## src/rtl/mem_port_arbiter_if.sv

```systemverilog
// Handshake bundle between the two requesters, the shared memory port and the arbiter.
// master: the arbiter itself; slave: the requesters and memory around it.
interface mem_port_arbiter_if #(
  parameter int WIDTH = 32
);
  logic             req_a;
  logic [WIDTH-1:0] addr_a;
  logic             req_b;
  logic [WIDTH-1:0] addr_b;
  logic             wr_b;
  logic [WIDTH-1:0] wdata_b;
  logic             mem_req;
  logic [WIDTH-1:0] mem_addr;
  logic             mem_wr;
  logic [WIDTH-1:0] mem_wdata;
  logic             mem_ack;
  logic [WIDTH-1:0] mem_rdata;
  logic             sel;
  logic             gnt_a;
  logic             gnt_b;
  logic             done_a;
  logic             done_b;
  logic             err_a;
  logic             err_b;
  logic [WIDTH-1:0] rdata;

  modport master (
    input  req_a, addr_a, req_b, addr_b, wr_b, wdata_b, mem_ack, mem_rdata,
    output mem_req, mem_addr, mem_wr, mem_wdata, sel,
    output gnt_a, gnt_b, done_a, done_b, err_a, err_b, rdata
  );

  modport slave (
    output req_a, addr_a, req_b, addr_b, wr_b, wdata_b, mem_ack, mem_rdata,
    input  mem_req, mem_addr, mem_wr, mem_wdata, sel,
    input  gnt_a, gnt_b, done_a, done_b, err_a, err_b, rdata
  );
endinterface

```

## src/rtl/mem_port_arbiter.sv

```systemverilog
// Shares one memory port between fetch (A) and data (B) with a bounded req/ack transaction.
// Define ARB_DATA_PRIORITY_EN to grant ties to B always; otherwise ties alternate round robin.
module mem_port_arbiter #(
  parameter int WIDTH    = 32,
  parameter int WAIT_MAX = 15,
  parameter int CNT_W    = 4
) (
  input logic               clk,
  input logic               rst_n,
  mem_port_arbiter_if.master bus
);

  typedef enum logic {IDLE, SERVE} state_t;

  state_t           state;
  logic [CNT_W-1:0] cnt;
  logic             pick_b;

`ifdef ARB_DATA_PRIORITY_EN
  always_comb begin
    pick_b = bus.req_b;
  end
`else
  logic last_gnt;

  // B wins alone, or on a tie when A had the previous grant.
  always_comb begin
    pick_b = bus.req_b & (~bus.req_a | ~last_gnt);
  end

  always_ff @(posedge clk or negedge rst_n) begin
    if (!rst_n) begin
      last_gnt <= 1'b1;
    end else if (state == IDLE && (bus.req_a || bus.req_b)) begin
      last_gnt <= pick_b;
    end
  end
`endif

  always_ff @(posedge clk or negedge rst_n) begin
    if (!rst_n) begin
      state         <= IDLE;
      cnt           <= '0;
      bus.mem_req   <= 1'b0;
      bus.mem_addr  <= {WIDTH{1'b0}};
      bus.mem_wr    <= 1'b0;
      bus.mem_wdata <= {WIDTH{1'b0}};
      bus.sel       <= 1'b0;
      bus.gnt_a     <= 1'b0;
      bus.gnt_b     <= 1'b0;
      bus.done_a    <= 1'b0;
      bus.done_b    <= 1'b0;
      bus.err_a     <= 1'b0;
      bus.err_b     <= 1'b0;
      bus.rdata     <= {WIDTH{1'b0}};
    end else begin
      bus.done_a <= 1'b0;
      bus.done_b <= 1'b0;
      bus.err_a  <= 1'b0;
      bus.err_b  <= 1'b0;
      case (state)
        IDLE: begin
          if (bus.req_a || bus.req_b) begin
            state         <= SERVE;
            cnt           <= CNT_W'(1);
            bus.mem_req   <= 1'b1;
            bus.gnt_a     <= ~pick_b;
            bus.gnt_b     <= pick_b;
            bus.sel       <= pick_b;
            bus.mem_addr  <= pick_b ? bus.addr_b : bus.addr_a;
            bus.mem_wr    <= pick_b & bus.wr_b;
            bus.mem_wdata <= pick_b ? bus.wdata_b : {WIDTH{1'b0}};
          end
        end
        SERVE: begin
          // cnt numbers the SERVE cycles, so the abort lands WAIT_MAX cycles after mem_req rose.
          if (bus.mem_ack) begin
            state       <= IDLE;
            cnt         <= '0;
            bus.mem_req <= 1'b0;
            bus.mem_wr  <= 1'b0;
            bus.gnt_a   <= 1'b0;
            bus.gnt_b   <= 1'b0;
            bus.done_a  <= bus.gnt_a;
            bus.done_b  <= bus.gnt_b;
            if (!bus.mem_wr) begin
              bus.rdata <= bus.mem_rdata;
            end
          end else if (cnt == CNT_W'(WAIT_MAX)) begin
            state       <= IDLE;
            cnt         <= '0;
            bus.mem_req <= 1'b0;
            bus.mem_wr  <= 1'b0;
            bus.gnt_a   <= 1'b0;
            bus.gnt_b   <= 1'b0;
            bus.err_a   <= bus.gnt_a;
            bus.err_b   <= bus.gnt_b;
          end else begin
            cnt <= cnt + CNT_W'(1);
          end
        end
        default: state <= IDLE;
      endcase
    end
  end

endmodule

```

## src/flat_wrapper.sv

```systemverilog
// flat-port wrapper written by rule: the top's interface ports become plain ports
module mem_port_arbiter_flat 
#(
  parameter int WIDTH    = 32,
  parameter int WAIT_MAX = 15,
  parameter int CNT_W    = 4
)
  (clk, rst_n, bus_req_a, bus_addr_a, bus_req_b, bus_addr_b, bus_wr_b, bus_wdata_b, bus_mem_ack, bus_mem_rdata, bus_mem_req, bus_mem_addr, bus_mem_wr, bus_mem_wdata, bus_sel, bus_gnt_a, bus_gnt_b, bus_done_a, bus_done_b, bus_err_a, bus_err_b, bus_rdata);
  mem_port_arbiter_if #(.WIDTH(WIDTH)) bus_i ();
  input logic clk;
  input logic rst_n;
  input wire logic [$bits(bus_i.req_a)-1:0] bus_req_a;
  input wire logic [$bits(bus_i.addr_a)-1:0] bus_addr_a;
  input wire logic [$bits(bus_i.req_b)-1:0] bus_req_b;
  input wire logic [$bits(bus_i.addr_b)-1:0] bus_addr_b;
  input wire logic [$bits(bus_i.wr_b)-1:0] bus_wr_b;
  input wire logic [$bits(bus_i.wdata_b)-1:0] bus_wdata_b;
  input wire logic [$bits(bus_i.mem_ack)-1:0] bus_mem_ack;
  input wire logic [$bits(bus_i.mem_rdata)-1:0] bus_mem_rdata;
  output wire logic [$bits(bus_i.mem_req)-1:0] bus_mem_req;
  output wire logic [$bits(bus_i.mem_addr)-1:0] bus_mem_addr;
  output wire logic [$bits(bus_i.mem_wr)-1:0] bus_mem_wr;
  output wire logic [$bits(bus_i.mem_wdata)-1:0] bus_mem_wdata;
  output wire logic [$bits(bus_i.sel)-1:0] bus_sel;
  output wire logic [$bits(bus_i.gnt_a)-1:0] bus_gnt_a;
  output wire logic [$bits(bus_i.gnt_b)-1:0] bus_gnt_b;
  output wire logic [$bits(bus_i.done_a)-1:0] bus_done_a;
  output wire logic [$bits(bus_i.done_b)-1:0] bus_done_b;
  output wire logic [$bits(bus_i.err_a)-1:0] bus_err_a;
  output wire logic [$bits(bus_i.err_b)-1:0] bus_err_b;
  output wire logic [$bits(bus_i.rdata)-1:0] bus_rdata;
  assign bus_i.req_a = bus_req_a;
  assign bus_i.addr_a = bus_addr_a;
  assign bus_i.req_b = bus_req_b;
  assign bus_i.addr_b = bus_addr_b;
  assign bus_i.wr_b = bus_wr_b;
  assign bus_i.wdata_b = bus_wdata_b;
  assign bus_i.mem_ack = bus_mem_ack;
  assign bus_i.mem_rdata = bus_mem_rdata;
  assign bus_mem_req = bus_i.mem_req;
  assign bus_mem_addr = bus_i.mem_addr;
  assign bus_mem_wr = bus_i.mem_wr;
  assign bus_mem_wdata = bus_i.mem_wdata;
  assign bus_sel = bus_i.sel;
  assign bus_gnt_a = bus_i.gnt_a;
  assign bus_gnt_b = bus_i.gnt_b;
  assign bus_done_a = bus_i.done_a;
  assign bus_done_b = bus_i.done_b;
  assign bus_err_a = bus_i.err_a;
  assign bus_err_b = bus_i.err_b;
  assign bus_rdata = bus_i.rdata;
  mem_port_arbiter #(.WIDTH(WIDTH), .WAIT_MAX(WAIT_MAX), .CNT_W(CNT_W)) u_core (.clk(clk), .rst_n(rst_n), .bus(bus_i));
endmodule
```

## config.mk

```make
export PLATFORM = sky130hd
export DESIGN_NAME = mem_port_arbiter_flat
export DESIGN_NICKNAME = d
export VERILOG_FILES = /design/src/rtl/mem_port_arbiter_if.sv /design/src/rtl/mem_port_arbiter.sv /design/src/flat_wrapper.sv
export SDC_FILE = /design/constraint.sdc
export NUM_CORES = 1
export LEC_CHECK = 0
export CELL_PAD_IN_SITES_DETAIL_PLACEMENT = 1
export CELL_PAD_IN_SITES_GLOBAL_PLACEMENT = 2
export CORE_MARGIN = 4
export CORE_UTILIZATION = 26
export CTS_CLUSTER_SIZE = 14
export DETAILED_ROUTE_END_ITERATION = 8
export PLACE_DENSITY = 0.93
export SETUP_SLACK_MARGIN = 0.3
export SLEW_MARGIN = 25
export SYNTH_ARGS = -nofsm -noshare
export SYNTH_HDL_FRONTEND = slang
export SYNTH_SLANG_ARGS = --single-unit
```

## constraint.sdc

```tcl
create_clock -name clk -period 3 [get_ports clk]
set_input_delay 0.75 -clock clk [delete_from_list [all_inputs] [get_ports clk]]
set_output_delay 0.75 -clock clk [all_outputs]
set_load 0.005 [all_outputs]
```

==> results.json <==
{
  "run_status": "finished, final reports clean",
  "synth_dominant_cell_count": "dfrtp_1",
  "gr_ovfl_total": 0,
  "max_cap_viols": 0,
  "synthesis.area_um2": 4380,
  "total_leakage_power_uw": 0.00306,
  "drc_errors": 0,
  "root_buffer": "clkbuf_16",
  "critical_path.top_delay_family": "buffers and inverters",
  "worst_hold_path_type": "in -> async",
  "finalNonFillerCells": 755,
  "path_class": "in -> reg",
  "diodes": 0,
  "yosys-stat-cells": 297,
  "vias_in_the_first_global_route": 3927,
  "combinationalPowerShare_pct": 39.4,
  "worst_pin_slew_ps": 664,
  "seq_power_share_pct": 40.9,
  "avgSynthCellArea_um2": 14.7,
  "critPathSlowestCell": "o21bai_4",
  "cts_repair_resize_count": 0,
  "detailedPlace.worstSlack_ps": 379,
  "timing.critical_path.buf_inv": 2,
  "slack_of_the_critical_path_ps": 760,
  "synth.ff_latch_count": 111,
  "num-nets-final": 665,
  "ant_nets": 0,
  "dp_hpwl_um": 10800,
  "critical_path.startpoint_type": "input port",
  "cts.reportedPaths.clkPinSlew_ps": 70,
  "critPathArrivalTime_ps": 2440,
  "floorplan.initialDensity_pct": 26.5,
  "pin_count": 239,
  "biggest_area_cells": "dfrtp_1 63%, mux2_2 7.5%, a221o_1 7.3%",
  "dr.pass1.iters": 4,
  "htree_levels": 3,
  "cts_buffer_depth": 2,
  "io_buffers": 238,
  "worstSetupEndpointType": "register",
  "max-slew-margin-rel_pct": 55.6,
  "syn2layout_area_growth_pct": 65.3,
  "routed_via_density": 4.67,
  "cts_sinks": 111,
  "final-comb-area_um2": 1450,
  "unrepaired_setup_endpoints_after_global_routing": "false",
  "cts_hold_repair.buffers": 0,
  "intPower_uw": 4160,
  "synth_async_sr_flop_share_pct": 100,
  "placed_cell_area_um2": 6950,
  "reg2reg_depth": 4,
  "period_used_pct": 74.7
}
-- sequential cells by signal (all words and copies together), names as in the netlist, 4 cells and up --
register and cells:
u_core.cnt 4, u_core.bus.rdata 32, u_core.bus.mem_wdata 32, u_core.bus.mem_addr 32
-- cell type report --
type / instances / share of cell area, %
clock inverters: 5 / 0.536
multi-input cells: 163 / 20.0
repair buffers: 243 / 33.8
flip-flops and latches: 111 / 38.4
clock buffers: 11 / 3.36
inverters: 2 / 0.104
well taps: 220 / 3.81
-- logic make-up after synthesis --
kind of cell	synth area share, %
multiplexers	8.24
AND-OR/OR-AND	17.1
AND/OR/NAND/NOR	7.26
flip-flops	63.5
adder cells (fa/ha/maj)	0.286
buffers and inverters	3.63
-- power groups by stage --
stage	combinational [µW]	clock [µW]	sequential (µW)
floorplan	802	0	2380
global placement	2250	0	2370
detailed placement	2330	0	2400
CTS	2330	1200	2380
global route	2470	1260	2450
finish	2280	1140	2370
-- final timing paths --
check	slack [ps]	startpoint	to
max	760	bus_req_a	u_core.bus.mem_req
min	360	rst_n	u_core.bus.rdata[31]
max reg2reg	1160	u_core.state	u_core.bus.mem_addr[0]
min reg2reg	480	u_core.bus.sel	u_core.bus.sel
max in group asynchronous	1960	rst_n	u_core.bus.mem_addr[16]
min in group clk	480	u_core.bus.sel	u_core.bus.sel
-- routing by layer --
layer | up-vias | part of all wire [%] | global-route usage, %
li1 | 1573 | - | -
met1 | 1736 | 40 | 17.8
met2 | 190 | 46 | 22.8
met3 | 22 | 12 | 6.21
met4 | 2 | 1.9 | 5.10
met5 | - | 0.057 | 0
-- worst reg2reg max path, cell delays in order (launching register included) --
cell and delay, ps:
dfrtp_1 570, o21bai_4 430, buf_12 270, and2_1 190, a221o_1 270
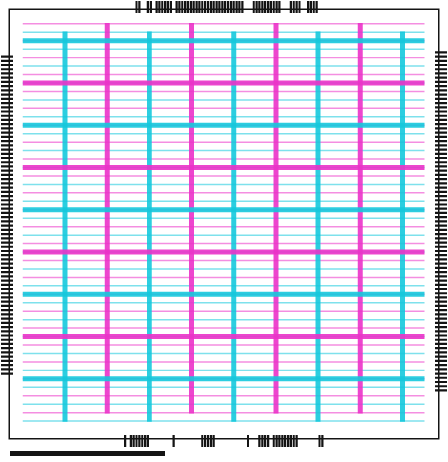
Fig. 1. Floorplan with the power grid.
Bar = 50 µm. Pins as bars on the die edge.
| net | color |
|---|---|
| VSS | cyan |
| VDD | magenta |
rows: 47
signal pins: 239
met1 rails: 48
met5 straps: 9
die boundary height: 138 µm
Core Area: 16500 µm²
worst voltage drop across the vdd grid: 0.324 mV
width of the die: 138 µm

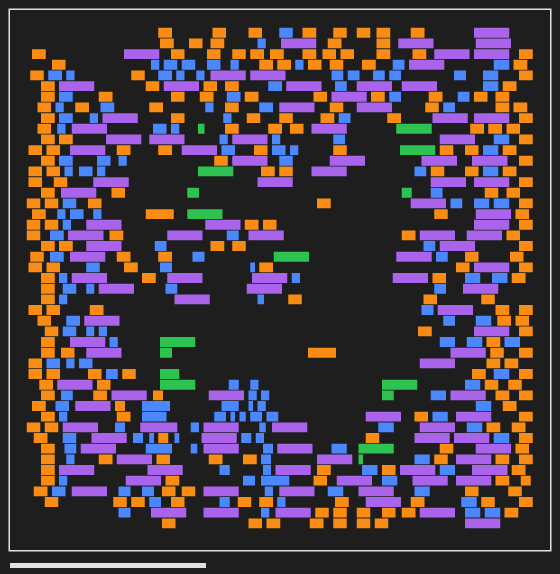
Fig. 2. Cells colored by class.
Bar = 50 µm.
| class | color | cells | share of their area |
|---|---|---|---|
| sequential cells | purple | 111 | 40% |
| clock drivers and dummy loads | green | 16 | 4.0% |
| combinational and other logic | blue | 165 | 21% |
| remaining buffers and delay cells | orange | 243 | 35% |
final standard cell utilization of the core: 43.8%
fraction of standard cell area that is sequential: 38.4%
number of cell rows: 47
final instance area: 7230 µm²

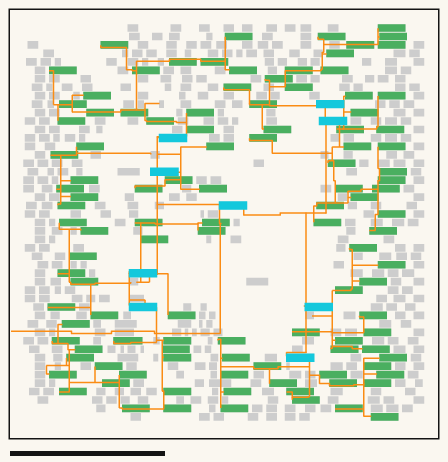
Fig. 3. Clock network drawn from the DEF.
Bar = 50 µm.
[flip-flops] green | count: 111
[clock wires] orange | length: 1430 µm
[clock drivers] cyan | count: 9
routed clock nets: 10
flops lie: spread over the die
clock insertion delay at the later pin of the skew report: 350 ps
clock share of power: 19.7%
largest clock skew in the final design: 7.74 ps
Clk. pwr: 1140 µW

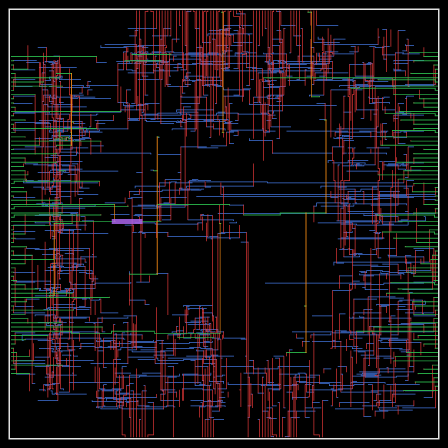
Fig. 4. Metal layers overlaid.
| layer | color | wire length |
|---|---|---|
| metal 2 | red | 6530 µm |
| metal 3 | green | 1680 µm |
| metal 5 | purple | 8.30 µm |
| metal 1 | blue | 5600 µm |
| metal 4 | orange | 272 µm |
total global routing track utilization: 14.5%
Total Wirelength: 14100 µm
count of vias placed by the detailed router: 3523

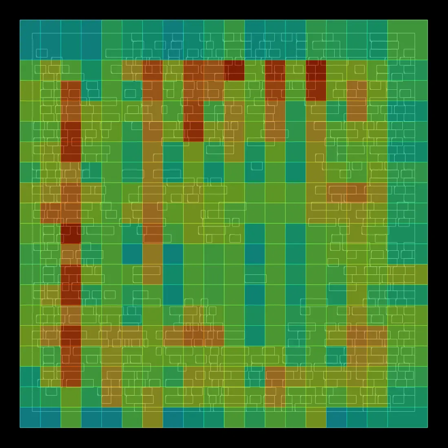
Fig. 5. Routing congestion map.
met1 global-route usage: 17.8%
detail-routed net length per standard cell: 18.7 µm
Global Route met2 Usage: 22.8%
met3 demand-to-capacity share in global routing: 6.21%

Power figures rest on the tool's default switching activity, not on a simulated workload.
